**config.mk**
```make
export PLATFORM = sky130hd
export DESIGN_NAME = param_rob
export DESIGN_NICKNAME = d
export VERILOG_FILES = /design/src/rtl/param_rob.sv
export SDC_FILE = /design/constraint.sdc
export NUM_CORES = 2
export LEC_CHECK = 0
export CAP_MARGIN = 30
export CORE_MARGIN = 4
export CORE_UTILIZATION = 32
export DETAILED_ROUTE_END_ITERATION = 10
export GPL_ROUTABILITY_DRIVEN = 0
export PLACE_DENSITY = 0.57
export SYNTH_ARGS = -nofsm -noshare
export SYNTH_HDL_FRONTEND = slang
export SYNTH_SLANG_ARGS = --single-unit
```
**constraint.sdc**
```tcl
create_clock -name clk -period 14.2 [get_ports clk]
set_input_delay 4.26 -clock clk [delete_from_list [all_inputs] [get_ports clk]]
set_output_delay 4.26 -clock clk [all_outputs]
set_load 0.02 [all_outputs]
```
**src/rtl/param_rob.sv**
```systemverilog
// param_rob: parameterised reorder buffer.
// Entries are allocated in program order at the tail, marked ready by the
// CDB (ALU/branch) or load writeback ports, and retired in order from the
// head, at most one per cycle. Retirement drives a register write, a store
// release, a predictor update and, on a mispredict or jalr, a flush that
// empties the buffer on the same edge.
//
// Ports
//   clk, rst, ena                      clock, sync active-high reset, enable
//   in_alloc_*                         allocation request and entry payload
//   out_alloc_tag                      tag of the next allocation (0 = full)
//   out_full, out_empty, out_count     occupancy status
//   in_cdb_*                           ALU/branch writeback (value, outcome)
//   in_ls_*                            load writeback
//   in_q_tag1/2, out_q_ready/value1/2  combinational operand lookup
//   out_reg_*                          register commit
//   out_store_tag                      committed store tag (0 = none)
//   out_bp_*                           branch predictor update
//   out_flush, out_flush_pc            mispredict redirect
module param_rob #(
  parameter int unsigned DEPTH  = 16,
  parameter int unsigned TAG_W  = 5,
  parameter int unsigned DATA_W = 32,
  parameter int unsigned REG_W  = 5
) (
  input  logic              clk,
  input  logic              rst,
  input  logic              ena,
  input  logic              in_alloc_valid,
  input  logic [1:0]        in_alloc_kind,
  input  logic [REG_W-1:0]  in_alloc_dest,
  input  logic [DATA_W-1:0] in_alloc_pc,
  input  logic              in_alloc_pred_taken,
  output logic [TAG_W-1:0]  out_alloc_tag,
  output logic              out_full,
  output logic              out_empty,
  output logic [TAG_W:0]    out_count,
  input  logic [TAG_W-1:0]  in_cdb_tag,
  input  logic [DATA_W-1:0] in_cdb_value,
  input  logic              in_cdb_taken,
  input  logic [DATA_W-1:0] in_cdb_target,
  input  logic [TAG_W-1:0]  in_ls_tag,
  input  logic [DATA_W-1:0] in_ls_value,
  input  logic [TAG_W-1:0]  in_q_tag1,
  input  logic [TAG_W-1:0]  in_q_tag2,
  output logic              out_q_ready1,
  output logic [DATA_W-1:0] out_q_value1,
  output logic              out_q_ready2,
  output logic [DATA_W-1:0] out_q_value2,
  output logic              out_reg_en,
  output logic [REG_W-1:0]  out_reg_dest,
  output logic [TAG_W-1:0]  out_reg_tag,
  output logic [DATA_W-1:0] out_reg_value,
  output logic [TAG_W-1:0]  out_store_tag,
  output logic              out_bp_en,
  output logic [DATA_W-1:0] out_bp_pc,
  output logic              out_bp_taken,
  output logic              out_flush,
  output logic [DATA_W-1:0] out_flush_pc
);

  localparam int unsigned IDX_W = $clog2(DEPTH);
  localparam int unsigned CNT_W = TAG_W + 1;

  localparam logic [1:0] KIND_REG    = 2'd0;
  localparam logic [1:0] KIND_STORE  = 2'd1;
  localparam logic [1:0] KIND_BRANCH = 2'd2;
  localparam logic [1:0] KIND_JALR   = 2'd3;

  typedef struct packed {
    logic [1:0]        kind;
    logic [REG_W-1:0]  dest;
    logic [DATA_W-1:0] pc;
    logic              pred;
    logic [DATA_W-1:0] value;
    logic              taken;
    logic [DATA_W-1:0] target;
  } entry_t;

  // Tags are 1-based; slot index is tag-1.
  function automatic logic tag_ok(input logic [TAG_W-1:0] t);
    return (t != '0) && (t <= TAG_W'(DEPTH));
  endfunction

  function automatic logic [IDX_W-1:0] idx_of(input logic [TAG_W-1:0] t);
    return IDX_W'(t - TAG_W'(1));
  endfunction

  function automatic logic [TAG_W-1:0] tag_inc(input logic [TAG_W-1:0] t);
    return (t == TAG_W'(DEPTH)) ? TAG_W'(1) : t + TAG_W'(1);
  endfunction

  entry_t           ent [DEPTH];
  logic [DEPTH-1:0] occ;
  logic [DEPTH-1:0] rdy;
  logic [TAG_W-1:0] head;
  logic [TAG_W-1:0] tail;

  logic [IDX_W-1:0] head_idx, tail_idx, cdb_idx, ls_idx, q1_idx, q2_idx;
  logic             cdb_hit, ls_hit;
  logic             do_commit, do_alloc, do_flush;
  entry_t           head_ent, new_ent;

  assign out_full      = (out_count == CNT_W'(DEPTH));
  assign out_empty     = (out_count == '0);
  assign out_alloc_tag = out_full ? '0 : tail;

  assign head_idx = idx_of(head);
  assign tail_idx = idx_of(tail);
  assign cdb_idx  = idx_of(in_cdb_tag);
  assign ls_idx   = idx_of(in_ls_tag);
  assign q1_idx   = idx_of(in_q_tag1);
  assign q2_idx   = idx_of(in_q_tag2);
  assign head_ent = ent[head_idx];

  // Writebacks only land on occupied entries.
  assign cdb_hit = ena && tag_ok(in_cdb_tag) && occ[cdb_idx];
  assign ls_hit  = ena && tag_ok(in_ls_tag)  && occ[ls_idx];

  assign do_commit = ena && !out_empty && rdy[head_idx];
  assign do_alloc  = ena && in_alloc_valid && !out_full;

  // A committing jalr always redirects; a branch only when mispredicted.
  always_comb begin
    do_flush = 1'b0;
    if (do_commit) begin
      if (head_ent.kind == KIND_JALR) begin
        do_flush = 1'b1;
      end else if (head_ent.kind == KIND_BRANCH) begin
        do_flush = (head_ent.taken != head_ent.pred);
      end
    end
  end

  // Fresh entry: outcome fields zeroed so a stale slot never leaks through.
  always_comb begin
    new_ent        = '0;
    new_ent.kind   = in_alloc_kind;
    new_ent.dest   = in_alloc_dest;
    new_ent.pc     = in_alloc_pc;
    new_ent.pred   = in_alloc_pred_taken;
  end

  // Operand lookups: same-cycle writeback bypass (load beats CDB), else storage.
  always_comb begin
    out_q_ready1 = 1'b0;
    out_q_value1 = '0;
    if (tag_ok(in_q_tag1)) begin
      if (ls_hit && (in_ls_tag == in_q_tag1)) begin
        out_q_ready1 = 1'b1;
        out_q_value1 = in_ls_value;
      end else if (cdb_hit && (in_cdb_tag == in_q_tag1)) begin
        out_q_ready1 = 1'b1;
        out_q_value1 = in_cdb_value;
      end else if (rdy[q1_idx]) begin
        out_q_ready1 = 1'b1;
        out_q_value1 = ent[q1_idx].value;
      end
    end
  end

  always_comb begin
    out_q_ready2 = 1'b0;
    out_q_value2 = '0;
    if (tag_ok(in_q_tag2)) begin
      if (ls_hit && (in_ls_tag == in_q_tag2)) begin
        out_q_ready2 = 1'b1;
        out_q_value2 = in_ls_value;
      end else if (cdb_hit && (in_cdb_tag == in_q_tag2)) begin
        out_q_ready2 = 1'b1;
        out_q_value2 = in_cdb_value;
      end else if (rdy[q2_idx]) begin
        out_q_ready2 = 1'b1;
        out_q_value2 = ent[q2_idx].value;
      end
    end
  end

  // Entry storage; payload needs no reset since ready gates every read.
  always_ff @(posedge clk) begin
    if (!rst && ena) begin
      if (cdb_hit) begin
        ent[cdb_idx].value  <= in_cdb_value;
        ent[cdb_idx].taken  <= in_cdb_taken;
        ent[cdb_idx].target <= in_cdb_target;
      end
      // Later assignment wins when both ports hit the same entry.
      if (ls_hit) begin
        ent[ls_idx].value <= in_ls_value;
      end
      if (do_alloc && !do_flush) begin
        ent[tail_idx] <= new_ent;
      end
    end
  end

  // Pointers, occupancy and registered commit outputs.
  always_ff @(posedge clk) begin
    if (rst) begin
      head          <= TAG_W'(1);
      tail          <= TAG_W'(1);
      out_count     <= '0;
      occ           <= '0;
      rdy           <= '0;
      out_reg_en    <= 1'b0;
      out_reg_dest  <= '0;
      out_reg_tag   <= '0;
      out_reg_value <= '0;
      out_store_tag <= '0;
      out_bp_en     <= 1'b0;
      out_bp_pc     <= '0;
      out_bp_taken  <= 1'b0;
      out_flush     <= 1'b0;
      out_flush_pc  <= '0;
    end else begin
      out_reg_en    <= 1'b0;
      out_store_tag <= '0;
      out_bp_en     <= 1'b0;
      out_flush     <= 1'b0;
      if (ena) begin
        if (cdb_hit) rdy[cdb_idx] <= 1'b1;
        if (ls_hit)  rdy[ls_idx]  <= 1'b1;

        if (do_commit) begin
          occ[head_idx] <= 1'b0;
          rdy[head_idx] <= 1'b0;
          head          <= tag_inc(head);
          case (head_ent.kind)
            KIND_REG: begin
              out_reg_en    <= 1'b1;
              out_reg_dest  <= head_ent.dest;
              out_reg_tag   <= head;
              out_reg_value <= head_ent.value;
            end
            KIND_STORE: begin
              out_store_tag <= head;
            end
            KIND_BRANCH: begin
              out_bp_en    <= 1'b1;
              out_bp_pc    <= head_ent.pc;
              out_bp_taken <= head_ent.taken;
              if (head_ent.taken != head_ent.pred) begin
                out_flush    <= 1'b1;
                out_flush_pc <= head_ent.taken ? head_ent.target
                                               : head_ent.pc + DATA_W'(4);
              end
            end
            default: begin
              out_reg_en    <= 1'b1;
              out_reg_dest  <= head_ent.dest;
              out_reg_tag   <= head;
              out_reg_value <= head_ent.value;
              out_bp_en     <= 1'b1;
              out_bp_pc     <= head_ent.pc;
              out_bp_taken  <= 1'b1;
              out_flush     <= 1'b1;
              out_flush_pc  <= head_ent.target;
            end
          endcase
        end

        if (do_alloc) begin
          occ[tail_idx] <= 1'b1;
          rdy[tail_idx] <= 1'b0;
          tail          <= tag_inc(tail);
        end

        out_count <= out_count + CNT_W'(do_alloc) - CNT_W'(do_commit);

        // Redirect overrides everything else that happened this edge.
        if (do_flush) begin
          occ       <= '0;
          rdy       <= '0;
          head      <= TAG_W'(1);
          tail      <= TAG_W'(1);
          out_count <= '0;
        end
      end
    end
  end

endmodule

```
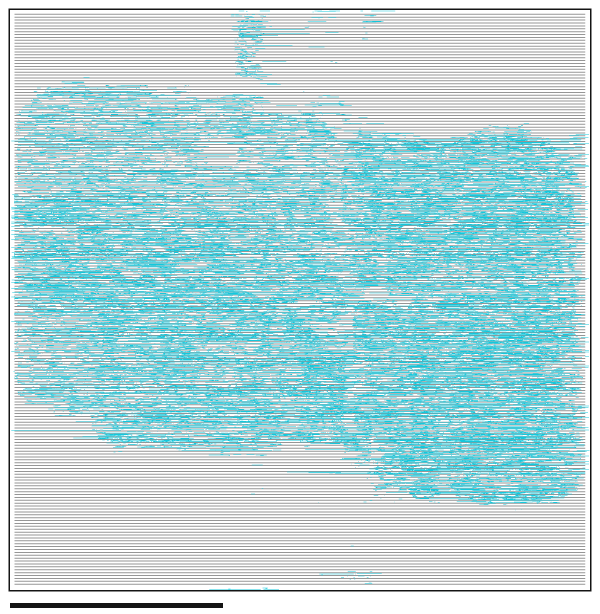
(images/layer_met1.png)
Bar = 200 um. Supply wires on this layer in gray.
share of all routed wire: 39%
wire length on this layer: 142 mm
longest straight run: 92.5 um
main direction: horizontal
M1 GR Usage: 0.309
Vias: 71637
Routed WL: 368000 um

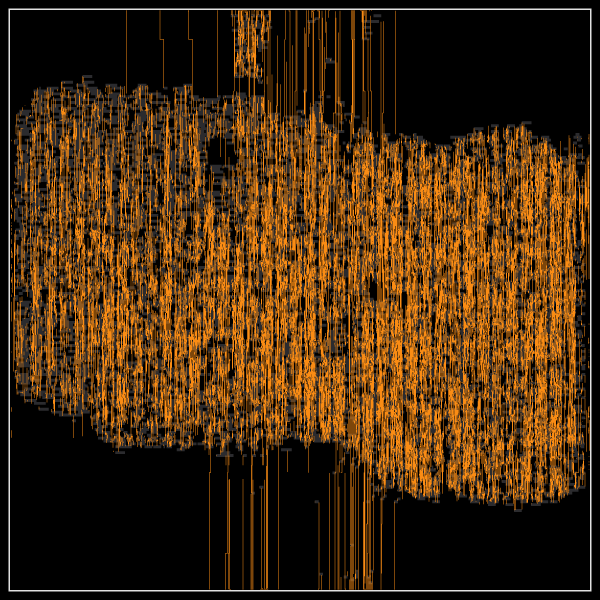
(images/layer_met2.png)
main direction: vertical
nets with wire on the layer: 6662
longest straight run: 253 um
wire length on this layer: 163 mm
share of all routed wire: 44%
met2 usage: 0.364

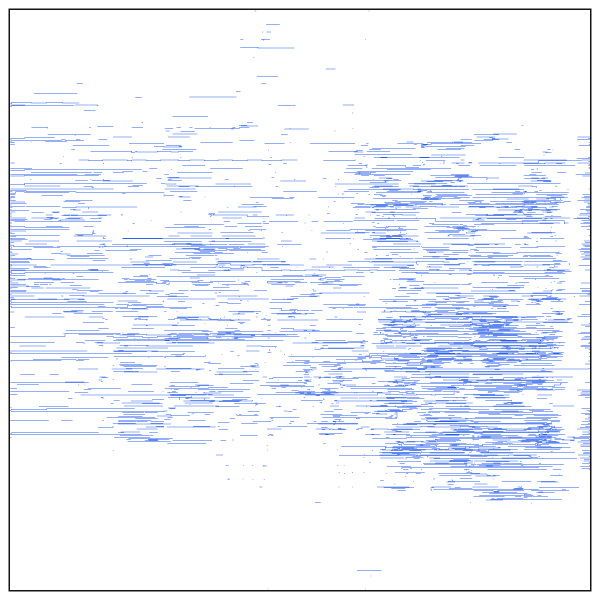
(images/layer_met3.png)
wire length on this layer: 45.0 mm
nets with wire on the layer: 963
longest straight run: 199 um
share of all routed wire: 12%
met3 GRT Util: 0.0746

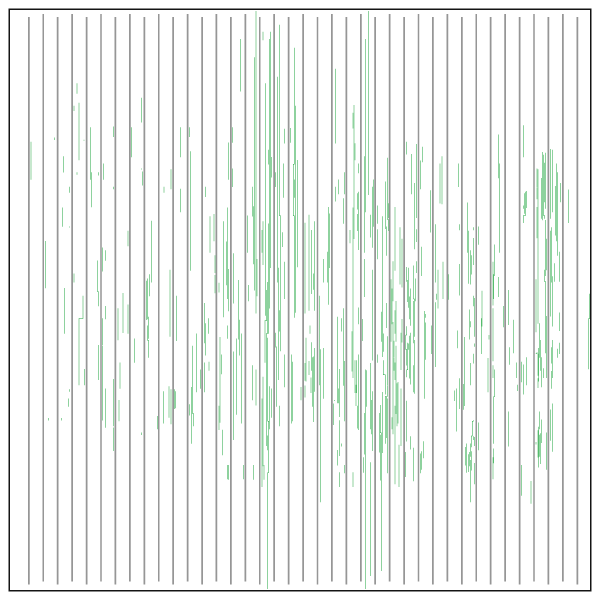
(images/layer_met4.png)
Supply wires on this layer in gray.
longest straight run: 284 um
share of all routed wire: 4.7%
nets with wire on the layer: 222
main direction: vertical
wire length on this layer: 17300 um

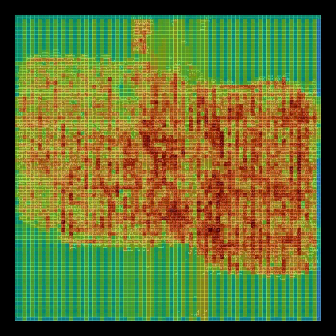
(images/congestion.png)
average wire per standard cell: 30.8 um
gr usage total: 0.238
final core occ: 0.369

==> metrics.yaml <==
logic_synthesis:
  syn_avg_cell_area_um2: 11.4
  synthArstFlopShare: 0
  synth.net_count: 8272
  flop_cell: "dfxtp_1"
placement:
  dpl.hpwl_um: 211000
  port_buffers: 354
  dp_cells: 11553
cts:
  hold_buffers: 0
  cts.sinks: 1843
  htreeDepth: 4
  cts_setup_buffers: 0
floorplan:
  dieWidth_um: 545
global_routing:
  first_global_vias: 70173
final_timing:
  period_used_share: 0.931
worst_setup_path:
  critical_path.max_stage_delay_ps: 700
power:
  totalPowerFinal_uw: 12600
layout:
  syn2layout_area_growth_pct: 15.0
  stdcell_area_um2: 106000
  fillers: 27476
run_status:
  outcome: "completed"
==> cells by family after synthesis <==
| logic type | share of synthesized area |
|---|---|
| AND-OR/OR-AND | 0.0829 |
| multiplexers | 0.281 |
| adder cells (fa/ha/maj) | 0.00509 |
| XOR/XNOR | 0.00662 |
| AND/OR/NAND/NOR | 0.110 |
| buffers and inverters | 0.0452 |
| flip-flops | 0.469 |
==> worst paths after layout <==
| kind | to | slack, ps | cells after the start |
|---|---|---|---|
| worst min-delay path | ent[7][32] | 450 | 2 |
| worst min register to register | ent[7][32] | 450 | 2 |
| worst max-delay path | out_q_value2[2] | 990 | 14 |
| worst max register to register | ent[14][77] | 6650 | 12 |
==> placed cells by master (no fill, tap or decap), types with 172 or more instances in the layout <==
cell / instances
a21oi_1: 248
dfxtp_1: 1202
a211oi_1: 590
edfxtp_1: 640
mux4_2: 695
mux2i_1: 991
clkbuf_16: 213
buf_4: 172
nor2_1: 1074
nand2_1: 935
clkdlybuf4s50_1: 345
==> final cells by class <==
cell class | count | share of cell area
Antenna cell | 22 | 0.000518
Clock buffer | 296 | 0.0562
Clock inverter | 68 | 0.00809
Inverter | 34 | 0.00120
Multi-Input combinational cell | 5339 | 0.427
Sequential cell | 1843 | 0.408
Tap cell | 3781 | 0.0445
Timing Repair Buffer | 566 | 0.0545
==> where the power goes <==
| part | total (uW) | internal (uW) | switching, uW | leakage [uW] |
|---|---|---|---|---|
| registers | 5880 | 5690 | 187 | 0.0155 |
| logic | 1250 | 563 | 688 | 0.0230 |
| clock network | 5490 | 3220 | 2270 | 0.00335 |
==> metal layers <==
layer,global-route usage,wire length (um),vias up
li1,-,-,29837
met1,0.309,142000,36139
met2,0.364,163000,4627
met3,0.0746,45000,990
met4,0.104,17300,44
met5,0,305,-
Power and IR drop assume default switching activity.
